<file path="src/rtl/muldiv_hilo.sv">
// muldiv_hilo: multi-cycle integer multiply/divide unit with HI/LO registers.
// Handles MULTU/MULT (shift-add) and DIVU/DIV (restoring shift-subtract),
// plus MTHI/MTLO writes. One radix-2 step per cycle; a result is ready
// WIDTH+2 cycles after start.
//
// Handshake (start/busy/done):
//   start is a single-cycle request that is only looked at in IDLE. The cycle
//   after it is accepted busy rises and stays high through the DONE cycle.
//   done pulses for exactly one cycle, and hi/lo hold the new result during
//   that cycle. A start while busy is dropped without touching the operation.
//   A new start is accepted in the cycle after done.
//
// Optional build macro: MULDIV_DIVZERO_FLAG_EN adds the div_zero status output.
module muldiv_hilo #(
  parameter int WIDTH = 32,
  parameter int CNT_W = 6
) (
  input  logic             clk,
  input  logic             rst_n,
  input  logic             start,
  input  logic [1:0]       op,
  input  logic [WIDTH-1:0] a,
  input  logic [WIDTH-1:0] b,
  input  logic             wr_hi,
  input  logic             wr_lo,
  input  logic [WIDTH-1:0] wdata,
  output logic             busy,
  output logic             done,
  output logic [WIDTH-1:0] hi,
`ifdef MULDIV_DIVZERO_FLAG_EN
  output logic [WIDTH-1:0] lo,
  output logic             div_zero
`else
  output logic [WIDTH-1:0] lo
`endif
);

  typedef enum logic [1:0] {
    S_IDLE = 2'd0,
    S_CALC = 2'd1,
    S_FIX  = 2'd2,
    S_DONE = 2'd3
  } state_t;

  state_t           state;
  logic [CNT_W-1:0] cnt;
  logic             is_div;     // op[1]: divide when set
  logic [WIDTH-1:0] a_r;        // original dividend, returned as HI on divide by zero
  logic [WIDTH-1:0] mag_b;      // multiplicand / divisor magnitude
  logic [WIDTH-1:0] acc_hi;     // product upper half / partial remainder
  logic [WIDTH-1:0] acc_lo;     // multiplier bits / dividend bits becoming quotient
  logic             neg_q;      // product or quotient must be negated
  logic             neg_r;      // remainder must be negated (follows sign of a)
  logic             b_zero;     // divisor was zero

  // Operand magnitudes and signs for the signed forms (op[0]=1).
  logic             sgn;
  logic [WIDTH-1:0] mag_a_in;
  logic [WIDTH-1:0] mag_b_in;

  // Operand conditioning at start: magnitudes of signed operands.
  always_comb begin
    sgn      = op[0];
    mag_a_in = (sgn && a[WIDTH-1]) ? (~a + 1'b1) : a;
    mag_b_in = (sgn && b[WIDTH-1]) ? (~b + 1'b1) : b;
  end

  // One radix-2 step: shift-add for multiply, restoring shift-subtract for divide.
  logic [WIDTH:0]   mul_sum;
  logic [WIDTH:0]   div_shift;
  logic [WIDTH:0]   div_diff;
  logic             div_ge;
  logic [WIDTH-1:0] step_hi;
  logic [WIDTH-1:0] step_lo;

  always_comb begin
    mul_sum   = {1'b0, acc_hi} + (acc_lo[0] ? {1'b0, mag_b} : '0);
    div_shift = {acc_hi, acc_lo[WIDTH-1]};
    div_diff  = div_shift - {1'b0, mag_b};
    // The partial remainder stays below the divisor, so the MSB of the
    // difference is a clean borrow flag.
    div_ge    = ~div_diff[WIDTH];
    step_hi   = '0;
    step_lo   = '0;
    if (is_div) begin
      step_hi = div_ge ? div_diff[WIDTH-1:0] : div_shift[WIDTH-1:0];
      step_lo = {acc_lo[WIDTH-2:0], div_ge};
    end else begin
      step_hi = mul_sum[WIDTH:1];
      step_lo = {mul_sum[0], acc_lo[WIDTH-1:1]};
    end
  end

  // Sign fix-up of the raw magnitude result, including the divide-by-zero case.
  logic [2*WIDTH-1:0] prod_mag;
  logic [2*WIDTH-1:0] prod_fix;
  logic [WIDTH-1:0]   fix_hi;
  logic [WIDTH-1:0]   fix_lo;

  always_comb begin
    prod_mag = {acc_hi, acc_lo};
    prod_fix = neg_q ? (~prod_mag + 1'b1) : prod_mag;
    fix_hi   = '0;
    fix_lo   = '0;
    if (is_div) begin
      if (b_zero) begin
        fix_hi = a_r;
        fix_lo = '1;
      end else begin
        fix_hi = neg_r ? (~acc_hi + 1'b1) : acc_hi;
        fix_lo = neg_q ? (~acc_lo + 1'b1) : acc_lo;
      end
    end else begin
      fix_hi = prod_fix[2*WIDTH-1:WIDTH];
      fix_lo = prod_fix[WIDTH-1:0];
    end
  end

  // Control FSM with registered busy/done and the HI/LO architectural state.
  always_ff @(posedge clk) begin
    if (!rst_n) begin
      state    <= S_IDLE;
      cnt      <= '0;
      is_div   <= 1'b0;
      a_r      <= '0;
      mag_b    <= '0;
      acc_hi   <= '0;
      acc_lo   <= '0;
      neg_q    <= 1'b0;
      neg_r    <= 1'b0;
      b_zero   <= 1'b0;
      busy     <= 1'b0;
      done     <= 1'b0;
      hi       <= '0;
      lo       <= '0;
`ifdef MULDIV_DIVZERO_FLAG_EN
      div_zero <= 1'b0;
`endif
    end else begin
      case (state)
        S_IDLE: begin
          done <= 1'b0;
          if (start) begin
            // start takes priority; a same-cycle MTHI/MTLO is dropped.
            state  <= S_CALC;
            busy   <= 1'b1;
            cnt    <= '0;
            is_div <= op[1];
            a_r    <= a;
            mag_b  <= mag_b_in;
            acc_hi <= '0;
            acc_lo <= mag_a_in;
            neg_q  <= sgn & (a[WIDTH-1] ^ b[WIDTH-1]);
            neg_r  <= sgn & a[WIDTH-1];
            b_zero <= (b == '0);
          end else begin
            if (wr_hi) hi <= wdata;
            if (wr_lo) lo <= wdata;
          end
        end
        S_CALC: begin
          acc_hi <= step_hi;
          acc_lo <= step_lo;
          cnt    <= cnt + 1'b1;
          if (cnt == CNT_W'(WIDTH - 1)) state <= S_FIX;
        end
        S_FIX: begin
          // hi/lo change only on this edge, which enters DONE.
          hi    <= fix_hi;
          lo    <= fix_lo;
          done  <= 1'b1;
          state <= S_DONE;
`ifdef MULDIV_DIVZERO_FLAG_EN
          div_zero <= is_div & b_zero;
`endif
        end
        S_DONE: begin
          done  <= 1'b0;
          busy  <= 1'b0;
          state <= S_IDLE;
        end
        default: begin
          state <= S_IDLE;
          busy  <= 1'b0;
          done  <= 1'b0;
        end
      endcase
    end
  end

endmodule

</file>
<file path="config.mk">
export PLATFORM = sky130hd
export DESIGN_NAME = muldiv_hilo
export DESIGN_NICKNAME = d
export VERILOG_FILES = /design/src/rtl/muldiv_hilo.sv
export SDC_FILE = /design/constraint.sdc
export NUM_CORES = 1
export LEC_CHECK = 0
export CORE_UTILIZATION = 45
export CTS_BUF_LIST = sky130_fd_sc_hd__clkbuf_4 sky130_fd_sc_hd__clkbuf_8 sky130_fd_sc_hd__clkbuf_16
export DETAILED_ROUTE_END_ITERATION = 8
export PLACE_DENSITY = 0.64
export SYNTH_ARGS = -nofsm -noshare
export SYNTH_HDL_FRONTEND = slang
export SYNTH_SLANG_ARGS = --single-unit
</file>
<file path="constraint.sdc">
create_clock -name clk -period 4.3 [get_ports clk]
set_input_delay 0.645 -clock clk [delete_from_list [all_inputs] [get_ports clk]]
set_output_delay 0.645 -clock clk [all_outputs]
set_load 0.02 [all_outputs]
</file>
==> flow_metrics.tcl <==
# yosys + openroad results
set metrics [dict create \
    crit_top_cell "sky130_fd_sc_hd__or4_1" \
    worst_setup_path_endpoint "hi[4]" \
    timing.slew.headroom_pct 31.6 \
    clock_buffers 34 \
    grtUsageTotal_pct 32.4 \
    ys_seq_share_pct 26.1 \
    reg2reg_to "hi[4]" \
    top_area_cell_class "multi-input combinational cells" \
    place_inst 2704 \
    final-nonclk-buf-share_pct 11.5 \
    synth_chip_area_um2 15800 \
    detailedPlace.worstSlack_ps 318 \
    floorplan.nets 2357 \
    port_buffers 168 \
    worst_r2r_startpoint "acc_lo[12]" \
    m1WireLength_mm 25.2 \
    number_of_antenna_violations_at_the_first_check_in_global_routing 0 \
    cpMaxStageDelayCell "sky130_fd_sc_hd__or4_1" \
    library_cells_used_by_synthesis 70 \
    clk_path_buf_depth 3 \
    cts_root_buf "sky130_fd_sc_hd__clkbuf_16" \
    power.share.combinational_pct 51.4 \
    lay_top_cells "sky130_fd_sc_hd__nor2_1 (260), sky130_fd_sc_hd__a21oi_1 (250), sky130_fd_sc_hd__nand2_1 (236)" \
    post_cts.resized_instances 0 \
    hold_ws_ps 452 \
    area_delta_synth_final_pct 20.1 \
    topRoutingLayerUsed "met4" \
    top_reg_cell_synth "sky130_fd_sc_hd__dfxtp_1" \
    clock-skew-final_ps 18.9 \
    ao_oa_area_share_pct 28.0 \
    run_status "finished clean" \
    cts_hold_buf 0 \
    antenna_left 0 \
    most_used_routing_layer "met2" \
    synthesis.area_per_instance_um2 7.26 \
    wire_length_of_the_first_global_routing_pass_mm 90.5 \
    critical_path.max_stage_delay_ps 610 \
    layout_min_cycle_time_ps 3950 \
    inserted_clock_buffers 27 \
    cts.reportedPaths.clkPinSlew_ps 60 \
    internal-power_mw 6.03 \
    grt_remaining_overflow 0 \
    grt_use_met3_pct 3.37 \
    setup_viol 0 \
    synth-async-reset-ratio_pct 0 \
    power_density_nw_per_um2 587 \
    terminating_pin_of_the_worst_hold_path "lo[2]" \
    use_met2_pct 54.3 \
    area.sequential_um2 4130 \
    final.period_utilization_pct 91.7 \
    hpwlAfterDp_mm 45.8 \
    routed-wl-met3_mm 3.87 \
    die_area_um2 35900 \
    reg2reg_slack_ps 350 \
    timing.critical_path.cells "or4_1 -> or4_1 -> or4_1 -> or2_2 -> nor3_1 -> nand3b_1 -> o41ai_1 -> xor2_1 -> nor2_1 -> a221oi_1 -> a21oi_1" \
    seq_cell_power_mw 2.96 \
    critical_path_depth 11 \
    fmax_mhz 253 \
    design_power_total_mw 11.1 \
    worstPathArrival_ps 4370 \
    wl_per_cell_um 21.7 \
    yosys-dominant-comb-family "AND-OR/OR-AND gates" \
    min_delay_path_depth 2 \
    final.fill_count 3432 \
    post_synth_main_area_contributors "sky130_fd_sc_hd__dfxtp_1 (26%), sky130_fd_sc_hd__a21oi_1 (8.0%), sky130_fd_sc_hd__xnor2_1 (6.4%), sky130_fd_sc_hd__nor2_1 (6.2%), sky130_fd_sc_hd__ha_1 (5.9%)" \
    report.final.slew_viol_count 0 \
    worstMarginPinSlew_ps 1030 \
    tns_ps 0 \
    cts_tree "built" \
    post_cts_buffers 0 \
    synth_largest_type_area_fraction_pct 26.1 \
    post_drt_via_cell_ratio 6.05 \
    synth_warnings 0 \
    synthDominantAreaCellType "sky130_fd_sc_hd__dfxtp_1" \
    buffers 230 \
    synth_area_um2 15800 \
    drcViolationCount 0 \
    number_of_global_route_vias_before_repair 15190 \
    min_from "lo[2]" \
    post_route_cells_drive_above_1_share_pct 6.44 \
]
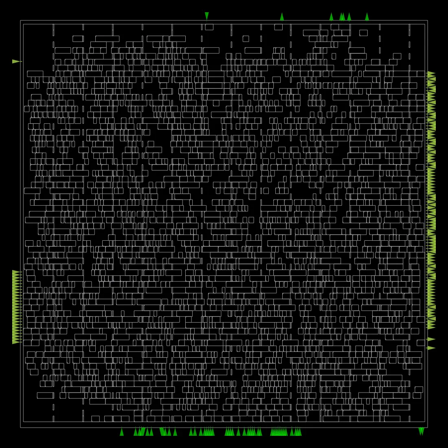
(images/final_placement.png)
number of cells in the finished layout apart from fillers: 2754
register fraction of the total cell area: 21.8%
tap cells: 455
floorplan row count: 68

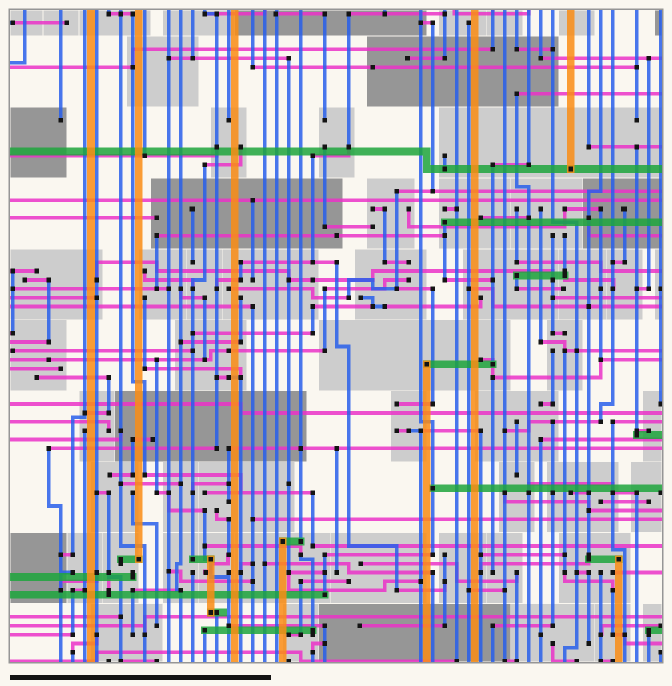
(images/zoom.png)
Bar = 10 um. Window x 82 to 107, y 44 to 69 um. Cells in gray, sequential cells in the stronger gray; small squares are vias.
orange -> met4
magenta -> met1
blue -> met2
green -> met3
netlist names of flops here include = acc_lo (3), a_r (1)
sequential cells in the window = 4
cells with their middle in the window = 45
most frequent = nor2_1 (9), nand2_1 (8), mux2i_1 (6)

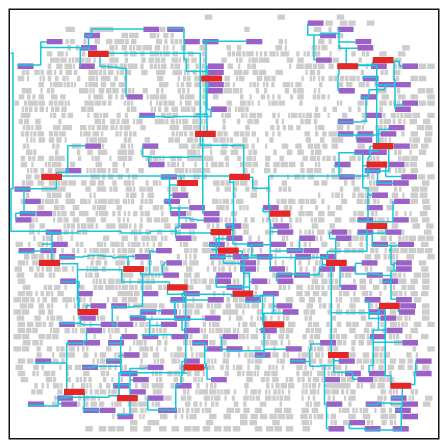
(images/clock_map.png)
red -> cells driving clock nets  # count 27
purple -> flip-flops  # count 206
cyan -> clock wires  # length 3230 um
flops lie = all over the die
clock distribution power: 2.46 mW
clock insertion delay at the later pin of the skew report: 560 ps
proportion of power drawn by the clock network: 22.1%

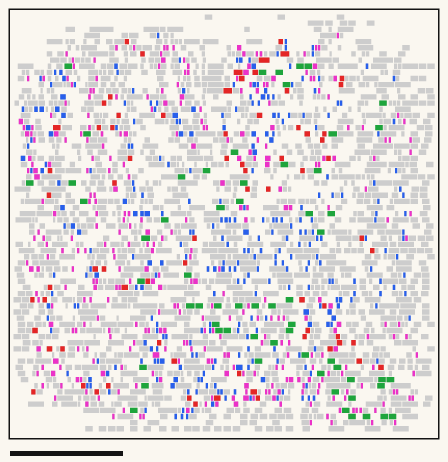
(images/gate_families.png)
Bar = 50 um.
green -> multiplexers  # cells 61, most used mux2i_1
red -> AND and OR gates  # cells 73, most used or3_1, where all over the die
magenta -> NOR gates  # cells 336, most used nor2_1, where all over the die
blue -> NAND gates  # cells 300, most used nand2_1, where all over the die
share of the final layout cell area in multi-input gates: 57.2%
most instantiated logic cell after routing: sky130_fd_sc_hd__nor2_1

Power is estimated from default activity; no workload was simulated.
